Fig. 1: floorplan with the power grid
Drawn at 3 px/um. Pins as bars on the die edge. Tap cells in grey.
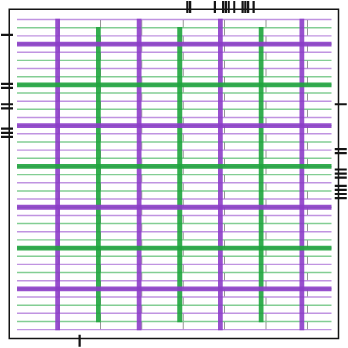
Fig. 2: signal wires on met2
Drawn at 2 px/um.
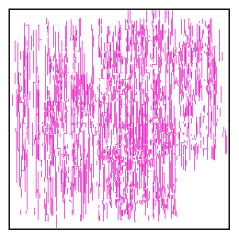
Fig. 3: clock wiring as the flow saved it
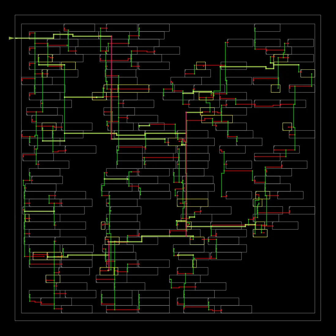
### src/rtl/uart_tx_fifo_pkg.sv
// Shared UART timing constants and the pacing FSM state type for uart_tx_fifo.
// uart_tx derives its bit period from the same values, which keeps the two blocks consistent.
package uart_tx_fifo_pkg;

    localparam int FPGA_FREQ  = 50_000_000;
    localparam int BAUD_RATE  = 9600;
`ifdef SIM
    localparam int BAUD_END   = 56;
`else
    localparam int BAUD_END   = FPGA_FREQ / BAUD_RATE;
`endif
    localparam int FRAME_BITS = 10;

    // One guard bit after each 10-bit frame gives uart_tx time to return to idle.
    localparam int FRAME_CYCLES_DEF = BAUD_END * (FRAME_BITS + 1);

    typedef enum logic {
        IDLE = 1'b0,
        WAIT = 1'b1
    } state_t;

endpackage

### src/rtl/sync_fifo.sv
// Single-clock FIFO: register-array storage, wrapping pointers, occupancy level and flags.
// The push input must already be qualified by the caller; a push while full is not guarded here.
module sync_fifo #(
    parameter int DEPTH  = 16,
    parameter int ADDR_W = 4
) (
    input  logic              clk,
    input  logic              rst,
    input  logic              push,
    input  logic [7:0]        wr_data,
    input  logic              pop,
    output logic [7:0]        rd_data,
    output logic              full,
    output logic              empty,
    output logic [ADDR_W:0]   level
);

    logic [7:0]        mem [DEPTH];
    logic [ADDR_W-1:0] wr_ptr;
    logic [ADDR_W-1:0] rd_ptr;

    // NOTE: the storage array has no reset; its contents only matter once level says they are valid.
    always_ff @(posedge clk) begin
        if (push) begin
            mem[wr_ptr] <= wr_data;
        end
    end

    // NOTE: sequential state uses non-blocking assignments so every register samples pre-edge values.
    always_ff @(posedge clk or posedge rst) begin
        if (rst) begin
            wr_ptr <= '0;
            rd_ptr <= '0;
            level  <= '0;
        end else begin
            if (push) wr_ptr <= wr_ptr + 1'b1;
            if (pop)  rd_ptr <= rd_ptr + 1'b1;
            case ({push, pop})
                2'b10:   level <= level + 1'b1;
                2'b01:   level <= level - 1'b1;
                default: level <= level;
            endcase
        end
    end

    assign rd_data = mem[rd_ptr];
    assign full    = (level == (ADDR_W + 1)'(DEPTH));
    assign empty   = (level == '0);

endmodule

### src/rtl/uart_tx_fifo.sv
// Byte FIFO in front of uart_tx that emits one tx_trig pulse per byte, spaced by a fixed frame time.
// uart_tx has no busy output, so pacing relies purely on the frame counter.
module uart_tx_fifo
    import uart_tx_fifo_pkg::*;
#(
    parameter int DEPTH        = 16,
    parameter int ADDR_W       = 4,
    parameter int FRAME_CYCLES = uart_tx_fifo_pkg::FRAME_CYCLES_DEF,
    parameter int CNT_W        = 16
) (
    input  logic              clk,
    input  logic              rst,
    input  logic              wr_en,
    input  logic [7:0]        wr_data,
    output logic              full,
    output logic              empty,
    output logic [ADDR_W:0]   level,
    output logic              ovf,
    input  logic              ovf_clr,
    output logic              busy,
    output logic              tx_trig,
    output logic [7:0]        tx_data
);

    localparam logic [CNT_W-1:0] CNT_LAST = CNT_W'(FRAME_CYCLES - 2);

    state_t           state;
    state_t           next_state;
    logic [CNT_W-1:0] cnt;
    logic             pop;
    logic             push;
    logic [7:0]       rd_data;

    // A write to a full FIFO still fits when the pacing FSM pops in the same cycle.
    assign push = wr_en && (!full || pop);

    sync_fifo #(
        .DEPTH  (DEPTH),
        .ADDR_W (ADDR_W)
    ) u_fifo (
        .clk     (clk),
        .rst     (rst),
        .push    (push),
        .wr_data (wr_data),
        .pop     (pop),
        .rd_data (rd_data),
        .full    (full),
        .empty   (empty),
        .level   (level)
    );

    always_ff @(posedge clk or posedge rst) begin
        if (rst) state <= IDLE;
        else     state <= next_state;
    end

    // NOTE: combinational blocks assign a default first so no path leaves a latch behind.
    always_comb begin
        next_state = state;
        case (state)
            IDLE:    if (!empty)          next_state = WAIT;
            WAIT:    if (cnt == CNT_LAST) next_state = IDLE;
            default:                      next_state = IDLE;
        endcase
    end

    always_comb begin
        pop  = (state == IDLE) && !empty;
        busy = (state == WAIT);
    end

    // tx_data is loaded only on a pop, so it is held stable for the whole frame.
    always_ff @(posedge clk or posedge rst) begin
        if (rst) begin
            cnt     <= '0;
            tx_trig <= 1'b0;
            tx_data <= 8'h00;
        end else begin
            tx_trig <= pop;
            if (pop) begin
                tx_data <= rd_data;
                cnt     <= '0;
            end else if (state == WAIT) begin
                cnt <= cnt + 1'b1;
            end
        end
    end

    // Set has priority over clear so an overflow in the clearing cycle is not lost.
    always_ff @(posedge clk or posedge rst) begin
        if (rst)                           ovf <= 1'b0;
        else if (wr_en && full && !pop)    ovf <= 1'b1;
        else if (ovf_clr)                  ovf <= 1'b0;
    end

endmodule
### config.mk
export PLATFORM = sky130hd
export DESIGN_NAME = uart_tx_fifo
export DESIGN_NICKNAME = d
export VERILOG_FILES = /design/src/rtl/uart_tx_fifo_pkg.sv /design/src/rtl/sync_fifo.sv /design/src/rtl/uart_tx_fifo.sv
export SDC_FILE = /design/constraint.sdc
export NUM_CORES = 1
export LEC_CHECK = 0
export ABC_AREA = 1
export CAP_MARGIN = 40
export CORE_MARGIN = 2
export CORE_UTILIZATION = 68
export CTS_BUF_LIST = sky130_fd_sc_hd__clkbuf_8
export CTS_CLUSTER_DIAMETER = 30
export DETAILED_ROUTE_END_ITERATION = 6
export HOLD_SLACK_MARGIN = 0.08
export PLACE_DENSITY = 0.92
export SKIP_CTS_REPAIR_TIMING = 1
export SLEW_MARGIN = 10
export SYNTH_ARGS = -nofsm -noshare
export SYNTH_HDL_FRONTEND = slang
export SYNTH_SLANG_ARGS = --single-unit
export TNS_END_PERCENT = 5
### constraint.sdc
create_clock -name clk -period 4.38 [get_ports clk]
set_input_delay 1.095 -clock clk [delete_from_list [all_inputs] [get_ports clk]]
set_output_delay 1.095 -clock clk [all_outputs]
set_load 0.02 [all_outputs]
==> Changelog: implementation <==
### Physical design

- Logic share of the area: roughly 26%
- Average size of a mapped cell: between 9 and 10 um^2
- Register clock-pin slew on the reported worst setup and hold paths: 90 ps
- Area added between synthesis and finish: 10.4%
- RSZ-0062 raised after global routing: false
- Weighted congestion at the end of routability-driven global placement: 0.858
- Proportion of layout cells with a drive suffix above 1: 6.44%
- Final count of negative-setup-slack endpoints: 0
- Vias in the first global route: 5,038
- Clock tree root buffer cell: clkbuf_8
- Non-clk buf share: under 10%
- Post-layout utilization of the core: approximately three quarters
- Most frequent logic cells in the routed design: nand2_1, edfxtp_1, inv_1
- Power density over cell area: 432 nW/um^2
- Time the worst path needs with I/O delays and setup: approximately 3100 ps
- DR iter-0 viols: 641
- Crit path DAT: 2010 ps
- Final hold viol count: 0
- Kind of end point of the critical path: output pin
- Count of plain and timing-repair buffers in the layout: 34
- Summed standard-cell area reported by yosys: 7540 um^2
- Endpoint of the most critical register-to-register path: u_fifo.level[4]$_DFFE_PP0P_
- Worst hold-check path type: reg2reg
- Adder-Cell Fraction of Synth Area: 1.93%
- Number of nets produced by synthesis: 778
- Combinational Area: 2140 um^2
- Slew margin rel.: 43.3%
- Total I/O pin count: 30
- CTS HTree Levels: 4
- Final period util: 70.9%
- Total number of cells along the worst setup path: 4
- Total of flip-flops plus latches after synthesis: between 150 and 200
- Terminating pin of the worst hold path: cnt[15]$_DFFE_PP0P_
- Ao+oa area frac: 2.72%
- First-pass GRT wire length: 26,100 um
- Fill cell count: 657
- Critical path required time: around 3300 ps
- Syn. warnings: 0
- Max Buffers Root-to-Sink: 2
- Largest register by flop count: u_fifo.mem
- Leakage power: 0.00361 uW
- Worst hold slack: approximately 470 ps
- IO Port Bufs: 29
- Number of placed instances with taps included: 900
- Flip-flop and latch share of the layout cell area: 58.2%
- Number of violations of the max-capacitance limit: 0
- Maximum number of pins on one net before global-route repair: 75
- Final cell count without fillers: 932
- Count of sequential standard cells: between 150 and 200
- Count of instantiated cells in the yosys netlist: about 760
- Post-Synth Simple-Gate Area: 22.5%
- Total number of placement rows: 38
- Cell with the largest stage delay on the worst path: clkdlybuf4s50_1
- Worst r2r src: u_fifo.level[1]$_DFFE_PP0P_
- Launch instance of the worst min-delay path: cnt[15]$_DFFE_PP0P_
- Reg-to-reg slack, setup: 1590 ps
- Worst hold stages: 1
- Tool warnings: 30
- Transition time of the tightest slew-check pin: approximately 850 ps
- Setup crit end: full
- Number of routed nets with antenna violations: 0
- Library cells used by synthesis: 30
- Syn Std Cell Area: 7540 um^2
- Post-detailed-route DRC marker count: 0
- Registers with the most flip-flops: u_fifo.mem (128), cnt (16), tx_data (8)
- CTS tree: yes
- Worst Path Class, Setup: reg2out
- Mux frac, synth: less than 1%
- Chain of cells forming the critical path: nor2_1, nand3_2, inv_2, clkdlybuf4s50_1
- First element of the critical path: u_fifo.level[1]$_DFFE_PP0P_
- Most frequent standard cell in the layout excluding fill and tap cells: nand2_1
- Average via count per standard cell: 5.82
- Antenna violations before repair: 0
- Wire length reported by the detailed router: ~17,000 um
- Layout inverter count without the clock tree: 107
- Dominant non-sequential cell family after synthesis: simple AND/OR/NAND/NOR gates
- Net count reported at finish: 802
- Total via count in the routed design: 5,422
- Outcome: finished clean
- CP Launch Type: flip-flop
- Number of tap instances: 140
- Cell count of the worst reg-to-reg path: 13
- Post-Syn Instances: 755
- Flop area: 4850 um^2
- Post-Synth XOR/XNOR Area: 1.05%
- Multi-input gates: around 450
- Chip area: about 12,000 um^2
- Delay of the slowest critical-path stage: 600 ps
- Sequential share of the synthesized area: approximately 64%
- Buffers plus inverters on the worst setup path: 2
- Count of antenna diodes in the layout: 0
- Total iterations of the first detailed-routing run: 5
- # clk buffers: 19
- Overall global routing resource usage: 30.1%
- Final total negative setup slack: 0 ps
- Top delay family on crit path: buffers and inverters
- Cell Area, Placed: 7910 um^2
- Number of max-slew violations in the final report: 0
- Worst-path maximum fanout: 5
- HPWL after detailed placement: 10,700 um
- Max FFs per register: 128
- Effective utilization at floorplan: between 60% and 70%
- Area of all placed cells without fillers: 8320 um^2
- Max Clock Freq: approximately 320 MHz
- Number of clock sinks seen by CTS: 168
- Fraction of area in clock buffers and inverters: under 10%
- Biggest Area Class: flip-flops and latches
- Routed wirelength normalized by instance count: 17.9 um
- Grt ovf: 0
-- Fig. 1 (at the start) --
purple -> VSS
green -> VDD
signal pins = 30
tap cells = 140
met1 rails = 39
met4 straps = 7
rows = 38
VDD IR max: 436 uV
vertical extent of the die: 109 um
DIE WIDTH: 109 um
Core Region: 10,800 um^2

-- Fig. 2 (at the start) --
wire length on this layer = 8,370 um
nets with wire on the layer = 653

-- Fig. 3 (at the start) --
clock insertion delay at the later pin of the skew report: 470 ps
Fin Clk Skew: 16.7 ps
number of buffers inserted during clock tree synthesis: 17

## where the power goes
group	switching, uW	total, uW	internal, uW
combinational	332	495	163
sequential	81.6	1960	1880
clock	551	1140	592
## through the flow
step	power, uW	setup slack [ps]
after global routing	3720	1180
after global placement	2440	1230
final	3600	1280
after detailed placement	2470	1090
after floorplan	2280	2050
after CTS	3600	1270
## synth_stat cells
| cell type | instances | area (um^2) |
|---|---|---|
| xor2_1 | 9 | 78.8 |
| nor3_4 | 1 | 16.3 |
| fa_1 | 1 | 20.0 |
| nand2_4 | 2 | 22.5 |
| nand3_1 | 97 | 485 |
| ha_1 | 10 | 125 |
| nand2_1 | 245 | 920 |
| nor2_1 | 32 | 120 |
| nor3_2 | 2 | 20.0 |
| buf_2 | 18 | 90.1 |
| nor2_2 | 2 | 12.5 |
| inv_1 | 102 | 383 |
| dfrtp_1 | 40 | 1000 |
| nand2_2 | 3 | 18.8 |
| nand3_2 | 3 | 30.0 |
| nor3_1 | 5 | 25.0 |
| mux2i_1 | 1 | 10.0 |
| a21oi_1 | 10 | 50.1 |
| clkbuf_1 | 5 | 18.8 |
| a21oi_4 | 1 | 16.3 |
| nand3b_1 | 1 | 7.51 |
| nand4_1 | 3 | 18.8 |
| edfxtp_1 | 128 | 3840 |
| inv_2 | 3 | 11.3 |
| buf_4 | 6 | 45.0 |
| o32ai_1 | 1 | 8.76 |
| o211ai_1 | 8 | 60.1 |
| o21ai_0 | 13 | 65.1 |
| clkinv_1 | 2 | 7.51 |
| o21ai_1 | 1 | 5.00 |
## layer usage
metal | share of wire, % | GRT usage [%] | wire length (um)
met3 | 9.6 | 8.37 | 1600
met5 | 0 | 0 | 0
met1 | 38 | 39.8 | 6420
met4 | 1.8 | 9.04 | 308
met2 | 50 | 49.2 | 8370
No activity file was given, so power comes from the tool's default toggle rates.
